File: src/rtl/tick_sched_pkg.sv
// Shared types and elaboration helpers for the tick scheduler.
package tick_sched_pkg;

  typedef enum logic {
    IDLE  = 1'b0,
    ARMED = 1'b1
  } chan_state_t;

  localparam logic MODE_ONESHOT  = 1'b0;
  localparam logic MODE_PERIODIC = 1'b1;

  function automatic int unsigned calc_div(input int unsigned clk_frq,
                                           input int unsigned tick_frq);
    return clk_frq / tick_frq;
  endfunction

  // Index/counter width that never collapses to zero bits.
  function automatic int unsigned min_width(input int unsigned n);
    return (n <= 2) ? 1 : $clog2(n);
  endfunction

endpackage

File: src/rtl/tick_sched_channel.sv
// One timer channel: period/mode config, countdown on the shared base tick,
// and a one-cycle fire enable in one-shot or periodic mode.
module tick_sched_channel
  import tick_sched_pkg::*;
#(
  parameter int unsigned PERIOD_W = 16
) (
  input  logic                i_clk,
  input  logic                i_rst,
  input  logic                i_tick,
  input  logic                i_cfg_we,
  input  logic [PERIOD_W-1:0] i_cfg_period,
  input  logic                i_cfg_mode,
  input  logic                i_start,
  input  logic                i_stop,
  output logic                o_busy,
  output logic                o_fire
);

  chan_state_t         state_q, state_d;
  logic [PERIOD_W-1:0] count_q, count_d;
  logic [PERIOD_W-1:0] period_q, period_d;
  logic                mode_q, mode_d;
  logic                run_mode_q, run_mode_d;
  logic                fire_q, fire_d;
  logic [PERIOD_W-1:0] eff_period;
  logic                eff_mode;

  always_comb begin
    state_d    = state_q;
    count_d    = count_q;
    period_d   = period_q;
    mode_d     = mode_q;
    run_mode_d = run_mode_q;
    fire_d     = 1'b0;

    // Same-cycle config write feeds a start directly.
    eff_period = i_cfg_we ? i_cfg_period : period_q;
    eff_mode   = i_cfg_we ? i_cfg_mode   : mode_q;

    if (i_cfg_we) begin
      period_d = i_cfg_period;
      mode_d   = i_cfg_mode;
    end

    if (i_stop) begin
      state_d = IDLE;
    end else if (i_start && (eff_period != '0)) begin
      state_d    = ARMED;
      count_d    = eff_period;
      run_mode_d = eff_mode;
    end else if ((state_q == ARMED) && i_tick) begin
      if (count_q == PERIOD_W'(1)) begin
        fire_d = 1'b1;
        // A zero period reg cannot be reloaded, so a periodic run ends there.
        if ((run_mode_q == MODE_PERIODIC) && (period_q != '0)) begin
          count_d    = period_q;
          run_mode_d = mode_q;
        end else begin
          state_d = IDLE;
        end
      end else begin
        count_d = count_q - PERIOD_W'(1);
      end
    end
  end

  always_ff @(posedge i_clk or posedge i_rst) begin
    if (i_rst) begin
      state_q    <= IDLE;
      count_q    <= '0;
      period_q   <= '0;
      mode_q     <= MODE_ONESHOT;
      run_mode_q <= MODE_ONESHOT;
      fire_q     <= 1'b0;
    end else begin
      state_q    <= state_d;
      count_q    <= count_d;
      period_q   <= period_d;
      mode_q     <= mode_d;
      run_mode_q <= run_mode_d;
      fire_q     <= fire_d;
    end
  end

  assign o_busy = (state_q == ARMED);
  assign o_fire = fire_q;

endmodule

File: src/rtl/tick_scheduler.sv
// Shared prescaled base tick plus N_CH independent one-shot/periodic timers.
module tick_scheduler
  import tick_sched_pkg::*;
#(
  parameter  int unsigned I_CLK_FRQ = 100_000_000,
  parameter  int unsigned TICK_FRQ  = 1_000,
  parameter  int unsigned N_CH      = 4,
  parameter  int unsigned PERIOD_W  = 16,
  localparam int unsigned CH_W      = min_width(N_CH)
) (
  input  logic                i_clk,
  input  logic                i_rst,
  input  logic                i_cfg_we,
  input  logic [CH_W-1:0]     i_cfg_ch,
  input  logic [PERIOD_W-1:0] i_cfg_period,
  input  logic                i_cfg_mode,
  input  logic [N_CH-1:0]     i_start,
  input  logic [N_CH-1:0]     i_stop,
  output logic                o_tick,
  output logic [N_CH-1:0]     o_busy,
  output logic [N_CH-1:0]     o_fire
);

  localparam int unsigned DIV  = calc_div(I_CLK_FRQ, TICK_FRQ);
  localparam int unsigned PS_W = (DIV >= 2) ? $clog2(DIV) : 1;

  if ((DIV < 2) || (N_CH < 1) || (N_CH > 16)) begin : g_bad_cfg
    $error("tick_scheduler: DIV must be >= 2 and N_CH within 1..16");
  end

  logic [PS_W-1:0] ps_cnt_q, ps_cnt_d;
  logic            tick_q, tick_d;

  always_comb begin
    tick_d   = (ps_cnt_q == PS_W'(DIV - 1));
    ps_cnt_d = tick_d ? '0 : ps_cnt_q + PS_W'(1);
  end

  always_ff @(posedge i_clk or posedge i_rst) begin
    if (i_rst) begin
      ps_cnt_q <= '0;
      tick_q   <= 1'b0;
    end else begin
      ps_cnt_q <= ps_cnt_d;
      tick_q   <= tick_d;
    end
  end

  assign o_tick = tick_q;

  for (genvar g = 0; g < N_CH; g++) begin : g_ch
    logic cfg_sel;
    assign cfg_sel = i_cfg_we && (i_cfg_ch == CH_W'(g));

    tick_sched_channel #(
      .PERIOD_W (PERIOD_W)
    ) u_channel (
      .i_clk        (i_clk),
      .i_rst        (i_rst),
      .i_tick       (tick_q),
      .i_cfg_we     (cfg_sel),
      .i_cfg_period (i_cfg_period),
      .i_cfg_mode   (i_cfg_mode),
      .i_start      (i_start[g]),
      .i_stop       (i_stop[g]),
      .o_busy       (o_busy[g]),
      .o_fire       (o_fire[g])
    );
  end

endmodule
File: config.mk
export PLATFORM = sky130hd
export DESIGN_NAME = tick_scheduler
export DESIGN_NICKNAME = d
export VERILOG_FILES = /design/src/rtl/tick_sched_pkg.sv /design/src/rtl/tick_sched_channel.sv /design/src/rtl/tick_scheduler.sv
export SDC_FILE = /design/constraint.sdc
export NUM_CORES = 1
export LEC_CHECK = 0
export CAP_MARGIN = 30
export CORE_AREA = 2 2 136 138
export DETAILED_ROUTE_END_ITERATION = 8
export DIE_AREA = 0 0 138 140
export PLACE_DENSITY = 0.72
export SETUP_SLACK_MARGIN = 0.02
export SLEW_MARGIN = 20
export SYNTH_ARGS = -nofsm -noshare
export SYNTH_HDL_FRONTEND = slang
export SYNTH_HIERARCHICAL = 1
export SYNTH_SLANG_ARGS = --single-unit
File: constraint.sdc
create_clock -name i_clk -period 2.3 [get_ports i_clk]
set_clock_uncertainty 0.15 [all_clocks]
set_input_delay 0.46 -clock i_clk [delete_from_list [all_inputs] [get_ports i_clk]]
set_output_delay 0.46 -clock i_clk [all_outputs]
set_load 0.005 [all_outputs]
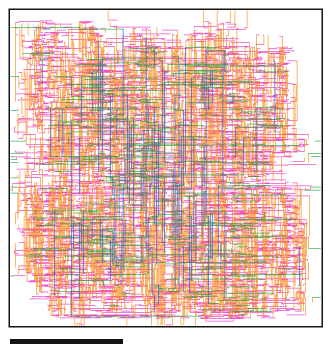
(run_1/metal_stack.png)
Scale bar: 50 um.
| layer | colour | wire length |
|---|---|---|
| met4 | blue | 2580 um |
| met3 | green | 3600 um |
| met2 | orange | 17900 um |
| met1 | magenta | 13900 um |

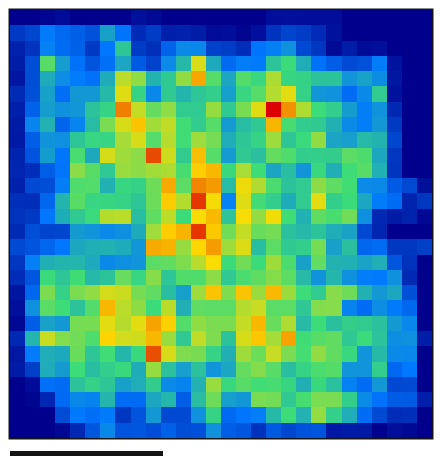
(run_1/wire_density.png)
Scale bar: 50 um. 28 x 28 tiles, from dark blue (low) to red (high), scaled to the fullest tile. Values are wire area over tile area, all layers added.
tiles over half the peak: 30%
nearly empty tiles: 9.3%
emptiest ninth of the die: north-east
mean over tiles: 0.34
fullest tile: 0.94
densest ninth of the die: centre

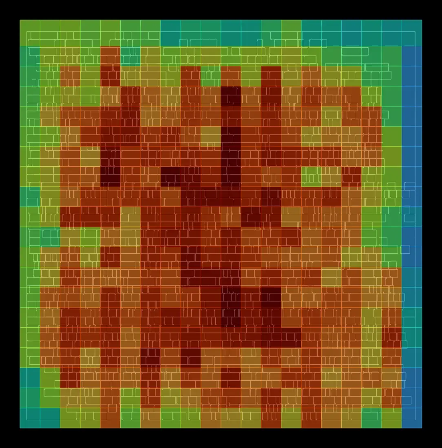
(run_1/final_congestion.png)
met1 GRT Util: 0.4551
gr busiest metal: met2

==> flow_metrics.py, run 1 <==
# Synthesis and PnR figures
metrics = {
    "timing": {
        "timing.final.setup_violations": 67,
        "maxSlewHeadroom": 0.6740,
        "timing.fmax_mhz": 364.2,
        "fin_ws_ns": -0.4458,
        "whs_ns": 0.3220,
    },
    "layout": {
        "clock_tree_cell_share_of_total_cell_area": 0.04344,
        "layout.cell_area.non_filler_um2": 14310,
        "nFlopsAndLatches": 162,
        "register_fraction_of_the_total_cell_area": 0.2833,
        "clock_buffers": 17,
        "comb_area_share": 0.4301,
        "largestClassByArea": "combinational gates",
        "drive_gt1_frac": 0.4417,
        "nets": 1380,
        "finish.cell_count_without_fillers": 1583,
    },
    "critical_path": {
        "cp_slowest_stage_delay_ns": 0.46,
        "category_of_cells_accounting_for_the_largest_share_of_critical_path_delay": "simple AND/OR/NAND/NOR gates",
        "setup.worst_path.end": "g_ch[0].u_channel/count_q[1]",
        "worstPathCellList": "nor4_1 -> buf_4 -> a21oi_1 -> or4_4 -> o211a_4 -> or2_4 -> buf_6 -> o221a_1",
        "count_of_cells_along_the_worst_register_to_register_path": 8,
        "critPathSlowestCell": "sky130_fd_sc_hd__nor4_1",
    },
    "logic_synthesis": {
        "synth_seq_share": 0.4153,
        "ys_types": 66,
        "syn_area_um2": 9761,
        "topCombFamilyByArea": "simple AND/OR/NAND/NOR gates",
        "post_synthesis_simple_gate_area_fraction": 0.2427,
    },
    "worst_hold_path": {
        "holdPathEnd": "g_ch[1].u_channel/period_q[9]",
        "holdPathStages": 3,
    },
    "pwr": {
        "netSwitchingFraction": 0.3465,
        "pg_clk_uw": 3080,
    },
    "status": {
        "run_status": "complete, but fails checks",
        "violations": "setup timing",
    },
    "global_routing": {
        "first_global_vias": 10054,
    },
    "placed_design": {
        "pre_cts_slack_ns": -1.198,
    },
    "drt": {
        "topRoutingLayerUsed": "met4",
        "vias": 10651,
        "antenna_violation_net_count_after_detailed_routing": 0,
        "drt-initial-drc-count": 1342,
    },
    "clock_tree": {
        "tritoncts.num_buffers": 17,
    },
}
[run 1: worst register-to-register path: stages, from the launching register on]
cell and delay [ns]:
sky130_fd_sc_hd__dfrtp_1 0.42, sky130_fd_sc_hd__nor4_1 0.46, sky130_fd_sc_hd__buf_4 0.21, sky130_fd_sc_hd__a21oi_1 0.05
sky130_fd_sc_hd__or4_4 0.45, sky130_fd_sc_hd__o211a_4 0.28, sky130_fd_sc_hd__or2_4 0.25, sky130_fd_sc_hd__buf_6 0.13
sky130_fd_sc_hd__o221a_1 0.24
[run 1: stage by stage]
| step | TNS [ns] | total power (uW) |
|---|---|---|
| after floorplan | -12.75 | 5149 |
| after CTS | -7.881 | 9777 |
| after global placement | -77.51 | 6437 |
| final | -18.66 | 10260 |
| after global routing | -20.79 | 10580 |
| after detailed placement | -83.59 | 6515 |
[run 1: layout by cell type (no fill, tap or decap), types with 6 or more instances in the layout]
master / Yosys / routed
sky130_fd_sc_hd__buf_4: 0 / 287
sky130_fd_sc_hd__dfrtp_1: 162 / 161
sky130_fd_sc_hd__mux2_2: 69 / 66
sky130_fd_sc_hd__nand2_1: 66 / 65
sky130_fd_sc_hd__nor2_1: 63 / 52
sky130_fd_sc_hd__nor3_1: 70 / 49
sky130_fd_sc_hd__nand3_1: 49 / 48
sky130_fd_sc_hd__buf_6: 5 / 42
sky130_fd_sc_hd__inv_1: 32 / 31
sky130_fd_sc_hd__o21ai_0: 34 / 30
sky130_fd_sc_hd__o221a_1: 30 / 30
sky130_fd_sc_hd__nand4_1: 26 / 26
sky130_fd_sc_hd__xnor2_1: 23 / 23
sky130_fd_sc_hd__xor2_1: 23 / 23
sky130_fd_sc_hd__clkdlybuf4s50_1: 0 / 22
sky130_fd_sc_hd__nor3_2: 3 / 20
sky130_fd_sc_hd__o211ai_1: 18 / 18
sky130_fd_sc_hd__nor4_1: 31 / 17
sky130_fd_sc_hd__a21oi_1: 24 / 17
sky130_fd_sc_hd__clkbuf_16: 0 / 17
sky130_fd_sc_hd__or3_1: 16 / 16
sky130_fd_sc_hd__a211oi_2: 1 / 16
sky130_fd_sc_hd__nor4_4: 4 / 14
sky130_fd_sc_hd__o31ai_1: 15 / 14
sky130_fd_sc_hd__o21ai_1: 13 / 12
sky130_fd_sc_hd__or4_1: 17 / 11
sky130_fd_sc_hd__nand2b_1: 9 / 9
sky130_fd_sc_hd__ha_1: 9 / 8
sky130_fd_sc_hd__or2_4: 1 / 8
sky130_fd_sc_hd__nor4_2: 4 / 8
sky130_fd_sc_hd__nor2_2: 2 / 7
sky130_fd_sc_hd__o22a_1: 7 / 7
sky130_fd_sc_hd__a211oi_1: 22 / 7
sky130_fd_sc_hd__nor4b_1: 8 / 6
sky130_fd_sc_hd__nor2_4: 0 / 6
sky130_fd_sc_hd__or4_4: 0 / 6
sky130_fd_sc_hd__nor3_4: 2 / 6
sky130_fd_sc_hd__and3_1: 8 / 6
sky130_fd_sc_hd__mux2i_1: 9 / 6
[run 1: kinds of logic after synthesis]
kind of cell | after synthesis
simple gates | 414
compound gates | 208
flops | 162
buf+inv | 91
mux | 79
xor+xnor | 46
fa+ha+maj | 9
## Run 2: what changed since run 1
- SLEW_MARGIN: 20 -> 0
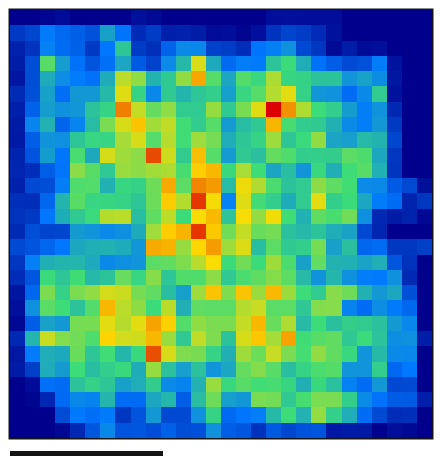
(run_2/wire_density.png)
Scale bar: 50 um. 28 x 28 tiles, from dark blue (low) to red (high), scaled to the fullest tile. Values are wire area over tile area, all layers added.
tiles over half the peak: 30%
mean over tiles: 0.34
nearly empty tiles: 9.3%
fullest tile: 0.94

==> flow_metrics.py, run 2 <==
# Synthesis and PnR figures
metrics = {
    "drt": {
        "antenna_violation_net_count_after_detailed_routing": 0,
        "wire_per_inst_um": 24.00,
        "vias": 10651,
        "drt-initial-drc-count": 1342,
        "route.detailed.drc": 0,
        "post_drt_via_cell_ratio": 6.728,
    },
    "pwr": {
        "vdd.ir_drop.worst_mv": 0.5707,
        "post-layout-total-power_uw": 10260,
        "total_leakage_power_uw": 0.005964,
    },
    "layout": {
        "layout.cell_area.non_filler_um2": 14310,
        "nets": 1380,
        "finish.cell_count_without_fillers": 1583,
        "drive_gt1_frac": 0.4417,
        "mostFrequentLayoutCells": "sky130_fd_sc_hd__buf_4 (287), sky130_fd_sc_hd__dfrtp_1 (161), sky130_fd_sc_hd__mux2_2 (66)",
        "final_common_cell": "sky130_fd_sc_hd__buf_4",
        "fin_util": 0.8051,
        "antenna_cells": 0,
    },
    "timing": {
        "timing.fmax_mhz": 364.2,
        "fin_ws_ns": -0.4458,
        "timing.final.setup_violations": 67,
        "maxSlewHeadroom": 0.6740,
        "finalCriticalPeriod_ns": 2.746,
        "period_utilisation_layout": 1.194,
    },
    "die": {
        "die-width_um": 138,
        "placeable_area_um2": 17780,
    },
    "flow_run": {
        "drv_cap": 0,
    },
    "critical_path": {
        "worstPathArrival_ns": 2.91,
        "worstPathCellList": "nor4_1 -> buf_4 -> a21oi_1 -> or4_4 -> o211a_4 -> or2_4 -> buf_6 -> o221a_1",
        "cp_slowest_stage_delay_ns": 0.46,
        "critPathSlowestCell": "sky130_fd_sc_hd__nor4_1",
        "critPathKind": "flop to flop",
        "setup.worst_path.start_class": "flop",
    },
    "global_routing": {
        "grt_antenna_before_repair": 0,
        "first_global_vias": 10054,
        "grt_pass1_wl_mm": 53.81,
        "grt_start_max_net_pins": 37,
        "grt_overflow": 0,
    },
    "logic_synthesis": {
        "share_of_the_synthesized_area_in_the_top_cell_type": 0.4153,
        "synth_seq_share": 0.4153,
        "topCombFamilyByArea": "simple AND/OR/NAND/NOR gates",
        "number_of_flops_mapped_to_enable_cells_by_yosys": 0,
        "yosys_warning_tally": 6,
        "synth_async_sr_flop_share": 1.000,
        "syn_area_um2": 9761,
        "post_synthesis_simple_gate_area_fraction": 0.2427,
        "ys_types": 66,
        "synth_adder_area_share": 0.01154,
    },
    "clock_tree": {
        "tritoncts.num_buffers": 17,
        "cts.reportedPaths.clkPinSlew_ns": 0.07,
        "cts-hold-fix-buffers": 0,
        "tritoncts": "done",
    },
    "status": {
        "violations": "setup timing",
        "run_status": "complete, but fails checks",
    },
    "placed_design": {
        "io_buffers": 38,
        "place_congestion": 0.9951,
    },
    "worst_hold_path": {
        "worst_hold_path_type": "input port to flop",
    },
}
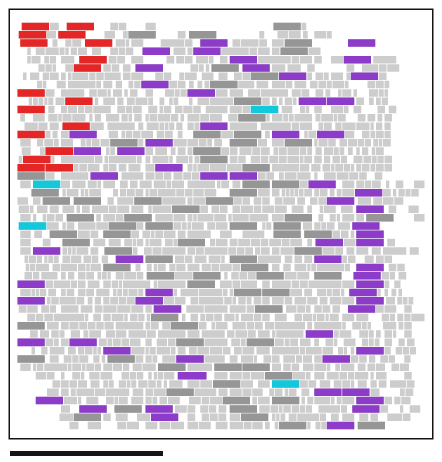
(run_2/registers.png)
Scale bar: 50 um. Other sequential cells in the stronger grey, the rest of the logic in the fainter grey.
| name in the netlist | colour | placed flops |
|---|---|---|
| ps_cnt_q | red | 17 |
| g_ch.u_channel/count_q | purple | 64 |
| g_ch.u_channel/o_busy | cyan | 4 |

[run 2: cell counts after synthesis]
No cell type changed its count.
[run 2: per-stage QoR]
step | setup WS (ns) | hold slack, ns | setup TNS (ns)
floorplan | -0.3765 | 0.2486 | -12.75
global placement | -1.120 | 0.3260 | -77.51
detailed placement | -1.198 | 0.3378 | -83.59
CTS | -0.2809 | 0.2816 | -7.881
global route | -0.4687 | 0.3032 | -20.79
finish | -0.4458 | 0.3220 | -18.66
[run 2: area by class of cell]
| class | instances | area [um^2] | share of cell area |
|---|---|---|---|
| Timing Repair Buffer | 371 | 3074 | 0.2148 |
| Inverter | 32 | 120.1 | 0.008392 |
| Clock inverter | 15 | 196.4 | 0.01372 |
| Multi-Input combinational cell | 757 | 6156 | 0.4301 |
| Sequential cell | 162 | 4055 | 0.2833 |
| Clock buffer | 17 | 425.4 | 0.02972 |
| Tap cell | 229 | 286.5 | 0.02002 |
[run 2: logic make-up (layout without fill, tap and decap cells)]
kind of cell,after synthesis,count (layout)
AND-OR/OR-AND,208,208
XOR/XNOR,46,46
adder cells (fa/ha/maj),9,9
buffers and inverters,91,435
flip-flops,162,162
multiplexers,79,79
AND/OR/NAND/NOR,414,415
[run 2: where the power goes]
part / internal, uW / switching (uW) / total, uW
logic: 1640 / 1630 / 3280
registers: 3320 / 583 / 3900
clock network: 1750 / 1340 / 3080
[run 2: timing repair]
item	CTS	global route
pin swaps	48	48
setup buffers	34	22
gates cloned	4	2
gates resized	144	109
setup endpoints to repair	76	75
[run 2: critical path, delay by kind of cell, from the launching register on]
family	cells	cell delay [ns]
AND/OR/NAND/NOR	3	1.16
buffers and inverters	2	0.34
flip-flops	1	0.42
AND-OR/OR-AND	3	0.56
[run 2: routing by layer]
metal,global-route usage,routed length [um],share of wire
met5,0,0,0
met2,0.5745,17940,0.47
met4,0.1595,2576,0.068
met3,0.05744,3597,0.095
met1,0.4551,13880,0.37
[run 2: worst paths after layout]
check | slack, ns | start | end | depth (start not counted)
max | -0.45 | g_ch[0].u_channel/period_q[14] | g_ch[0].u_channel/count_q[1] | 8
min | 0.32 | i_cfg_period[9] | g_ch[1].u_channel/period_q[9] | 3
max reg2reg | -0.45 | g_ch[0].u_channel/period_q[14] | g_ch[0].u_channel/count_q[1] | 8
min reg2reg | 0.34 | ps_cnt_q[0] | ps_cnt_q[0] | 1
max in group asynchronous | 1.11 | i_rst | g_ch[3].u_channel/count_q[9] | 3
min in group asynchronous | 0.42 | i_rst | ps_cnt_q[5] | 3
## Run 3: what changed since run 2
- CORE_AREA: 2 2 136 138 -> 2 2 133 135
- DIE_AREA: 0 0 138 140 -> 0 0 135 137
- DONT_BUFFER_PORTS: not set -> 1
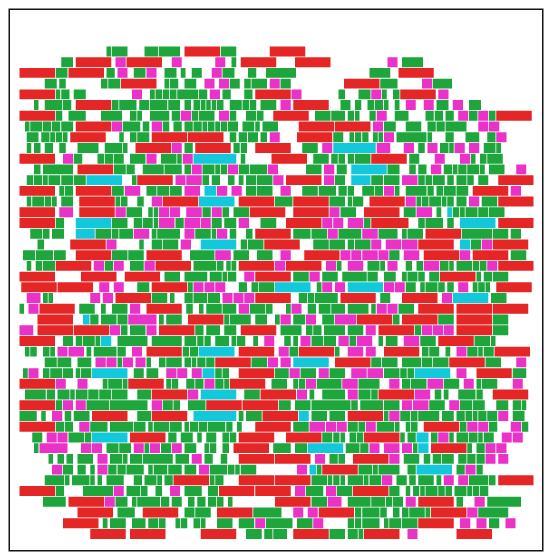
(run_3/cell_classes.png)
| class | colour | cells | share of their area |
|---|---|---|---|
| flip-flops | red | 162 | 32% |
| all other logic | green | 788 | 47% |
| other buffers and delay cells | magenta | 250 | 16% |
| clock drivers and dummy loads | cyan | 32 | 4.8% |

==> flow_metrics.py, run 3 <==
# Synthesis and PnR figures
metrics = {
    "logic_synthesis": {
        "ys_ff": 162,
        "yosys_warning_tally": 6,
        "synth.avg_cell_area_um2": 9.674,
        "syn_area_um2": 9761,
        "netlist_top_cells_area": "sky130_fd_sc_hd__dfrtp_1 (42%), sky130_fd_sc_hd__mux2_2 (8.0%), sky130_fd_sc_hd__nor3_1 (3.6%)",
        "yosys-top-cells-count": "sky130_fd_sc_hd__dfrtp_1 (162), sky130_fd_sc_hd__nor3_1 (70), sky130_fd_sc_hd__mux2_2 (69)",
        "ys_cells": 1009,
        "synthCells": 1009,
        "synth_seq_share": 0.4153,
        "ys_chip_area_um2": 9761,
        "synth_top_cell_by_area": "sky130_fd_sc_hd__dfrtp_1",
        "number_of_flops_mapped_to_enable_cells_by_yosys": 0,
        "synth_async_sr_flop_share": 1.000,
        "ys_types": 66,
        "share_of_the_synthesized_area_in_the_top_cell_type": 0.4153,
    },
    "layout": {
        "syn2layout_area_growth_pct": 33.56,
        "antenna_cells": 0,
        "mostFrequentLayoutCells": "sky130_fd_sc_hd__buf_4 (212), sky130_fd_sc_hd__dfrtp_1 (161), sky130_fd_sc_hd__mux2_2 (66)",
        "nets": 1258,
        "final_common_cell": "sky130_fd_sc_hd__buf_4",
        "drive_gt1_frac": 0.3856,
    },
    "worst_hold_path": {
        "worst_hold_startpoint": "i_cfg_period[5]",
        "worst_hold_path_type": "input port to flop",
        "holdPathStages": 1,
        "holdPathEnd": "g_ch[3].u_channel/period_q[5]",
    },
    "global_routing": {
        "grt_pass1_wl_mm": 50.10,
        "grt_overflow": 0,
        "first_global_vias": 9362,
        "grt_util_all_layers": 0.3539,
        "grt_start_max_net_pins": 37,
        "grt_antenna_before_repair": 0,
    },
    "placed_design": {
        "io_buffers": 0,
        "place.detailed.hpwl_mm": 21.69,
        "place_congestion": 0.9471,
        "pre_cts_slack_ns": -0.5446,
    },
    "pwr": {
        "power.switching_uw": 3170,
        "sequentialPowerShare": 0.397,
        "total_leakage_power_uw": 0.005306,
        "power_frac_comb": 0.292,
        "clock_power_share": 0.310,
        "vdd.ir_drop.worst_mv": 0.6910,
        "power.density_cell_area_nw_per_um2": 743.8,
        "cell_int_power_uw": 6526,
        "netSwitchingFraction": 0.3270,
    },
    "critical_path": {
        "timing.rr.start": "g_ch[0].u_channel/period_q[3]",
        "critical_path_required_ns": 2.46,
        "r2r_slack_ns": -0.30,
        "critPathKind": "flop to flop",
        "worstPathArrival_ns": 2.76,
        "setup_crit_start": "g_ch[0].u_channel/period_q[3]",
        "reg2reg_to": "g_ch[0].u_channel/count_q[4]",
        "count_of_cells_along_the_worst_register_to_register_path": 8,
        "setup.worst_path.start_class": "flop",
        "worst_path_max_fanout": 5,
    },
    "clock_tree": {
        "cts.reportedPaths.clkPinSlew_ns": 0.07,
        "tritoncts": "done",
        "htree_levels": 4,
        "clk-insertion-delay-late_ns": 0.44,
        "tritoncts.num_buffers": 17,
    },
    "die": {
        "die-width_um": 135,
        "std_cell_rows": 48,
        "placeable_area_um2": 17060,
        "floorplan.core_util": 0.5723,
        "dieHeight_um": 137,
        "chip_area_um2": 18500,
    },
    "flow_run": {
        "drv_cap": 0,
        "stage_log_warnings": 33,
    },
    "timing": {
        "rsz0062_at_grt": "true",
        "finalCriticalPeriod_ns": 2.601,
        "finalSetupTns_ns": -9.978,
        "timing.final.setup_violations": 55,
        "timing.fmax_mhz": 384.4,
        "fin_ws_ns": -0.3015,
        "maxSlewHeadroom": 0.5449,
        "final_max_slew_viol_count": 0,
        "final_hold_viol_count": 0,
        "period_utilisation_layout": 1.131,
    },
    "drt": {
        "vias": 9833,
        "wire_per_inst_um": 23.11,
        "antenna_violation_net_count_after_detailed_routing": 0,
        "drt-initial-drc-count": 1420,
        "drt_pre_antenna_iters": 8,
        "route.detailed.drc": 0,
        "post_drt_via_cell_ratio": 6.749,
    },
    "status": {
        "violations": "setup timing",
        "run_status": "complete, but fails checks",
    },
}
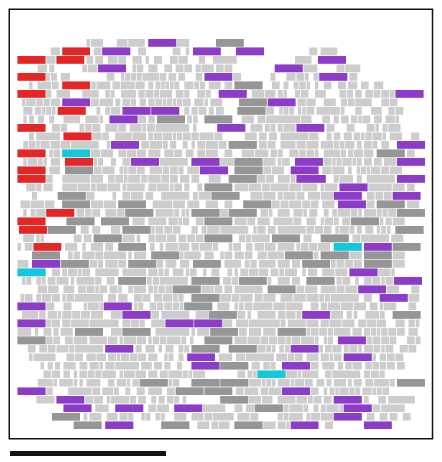
(run_3/registers.png)
Scale bar: 50 um. Other sequential cells in the stronger grey, the rest of the logic in the fainter grey.
| name in the netlist | colour | placed flops |
|---|---|---|
| g_ch.u_channel/o_busy | cyan | 4 |
| ps_cnt_q | red | 17 |
| g_ch.u_channel/count_q | purple | 64 |
not coloured: 77

-- run 3: cell counts after synthesis --
No cell type changed its count.
-- run 3: timing repair --
action	CTS	global route
pin swaps	14	28
gates cloned	3	1
endpoints found under the hold margin	166	0
hold buffers	5	0
resized	71	79
setup buffers	13	11
endpoints found under the setup margin	62	74
-- run 3: power groups by stage --
stage,clock [uW],combinational (uW),sequential (uW)
6_report,3010,2840,3850
5_1_grt,3150,3020,3890
4_1_cts,3020,2580,3800
3_5_place_dp,0,2430,3820
3_3_place_gp,0,2370,3820
2_1_floorplan,0,1430,3720
-- run 3: worst max path at each step --
| stage | to | slack [ns] | cells past startpoint |
|---|---|---|---|
| final | g_ch[0].u_channel/count_q[4] | -0.30 | 8 |
| after global routing | g_ch[0].u_channel/count_q[4] | -0.37 | 7 |
| after global placement | g_ch[0].u_channel/count_q[14] | -0.47 | 8 |
| after detailed placement | g_ch[0].u_channel/count_q[14] | -0.54 | 8 |
| after floorplan | g_ch[0].u_channel/count_q[10] | -0.38 | 7 |
| after CTS | g_ch[1].u_channel/count_q[4] | -0.23 | 8 |
-- run 3: worst max-delay path, stage by stage, from the launching register on --
cell and delay, ns:
sky130_fd_sc_hd__dfrtp_1 0.40, sky130_fd_sc_hd__nor4_2 0.29, sky130_fd_sc_hd__buf_4 0.17, sky130_fd_sc_hd__a21oi_2 0.03, sky130_fd_sc_hd__or4_4 0.51, sky130_fd_sc_hd__o211a_4 0.25, sky130_fd_sc_hd__or2_4 0.25, sky130_fd_sc_hd__buf_6 0.14
sky130_fd_sc_hd__o221a_1 0.28
-- run 3: cell type report --
cell class                      instances  area [um^2]  area share
Inverter                               32        120.1    0.009214
Sequential cell                       162         4055      0.3111
Timing Repair Buffer                  250         2034      0.1561
Tap cell                              225        281.5     0.02160
Multi-Input combinational cell        756         5932      0.4550
Clock inverter                         12        156.4     0.01200
Clock buffer                           20        456.7     0.03503
-- run 3: per-layer routing --
layer | track usage | wire (um) | part of all wire
met5 | 0 | 0 | 0
met4 | 0.1806 | 2096 | 0.062
met3 | 0.09074 | 3252 | 0.097
met2 | 0.5736 | 15900 | 0.47
met1 | 0.4400 | 12420 | 0.37
-- run 3: metrics by stage --
| stage | power, uW | area, um^2 | util | instances | hold slack, ns |
|---|---|---|---|---|---|
| 6_report | 9696 | 13040 | 0.7643 | 1457 | 0.03836 |
| 5_1_grt | 10060 | 13040 | 0.7643 | 1457 | 0.02268 |
| 4_1_cts | 9406 | 12580 | 0.7373 | 1445 | 0.02663 |
| 3_5_place_dp | 6250 | 11530 | 0.6762 | 1392 | 0.3277 |
| 3_3_place_gp | 6187 | 11530 | 0.6762 | 1392 | 0.3265 |
| 2_1_floorplan | 5149 | 9931 | - | 1009 | 0.2486 |
-- run 3: cell families (layout without fill, tap and decap cells) --
group,count (synthesis),count (layout),share of synthesized area
xor+xnor,46,46,0.04128
fa+ha+maj,9,9,0.01154
flops,162,162,0.4153
buf+inv,91,314,0.04038
mux,79,79,0.09037
simple gates,414,414,0.2427
compound gates,208,208,0.1584
Power and IR drop assume default switching activity.
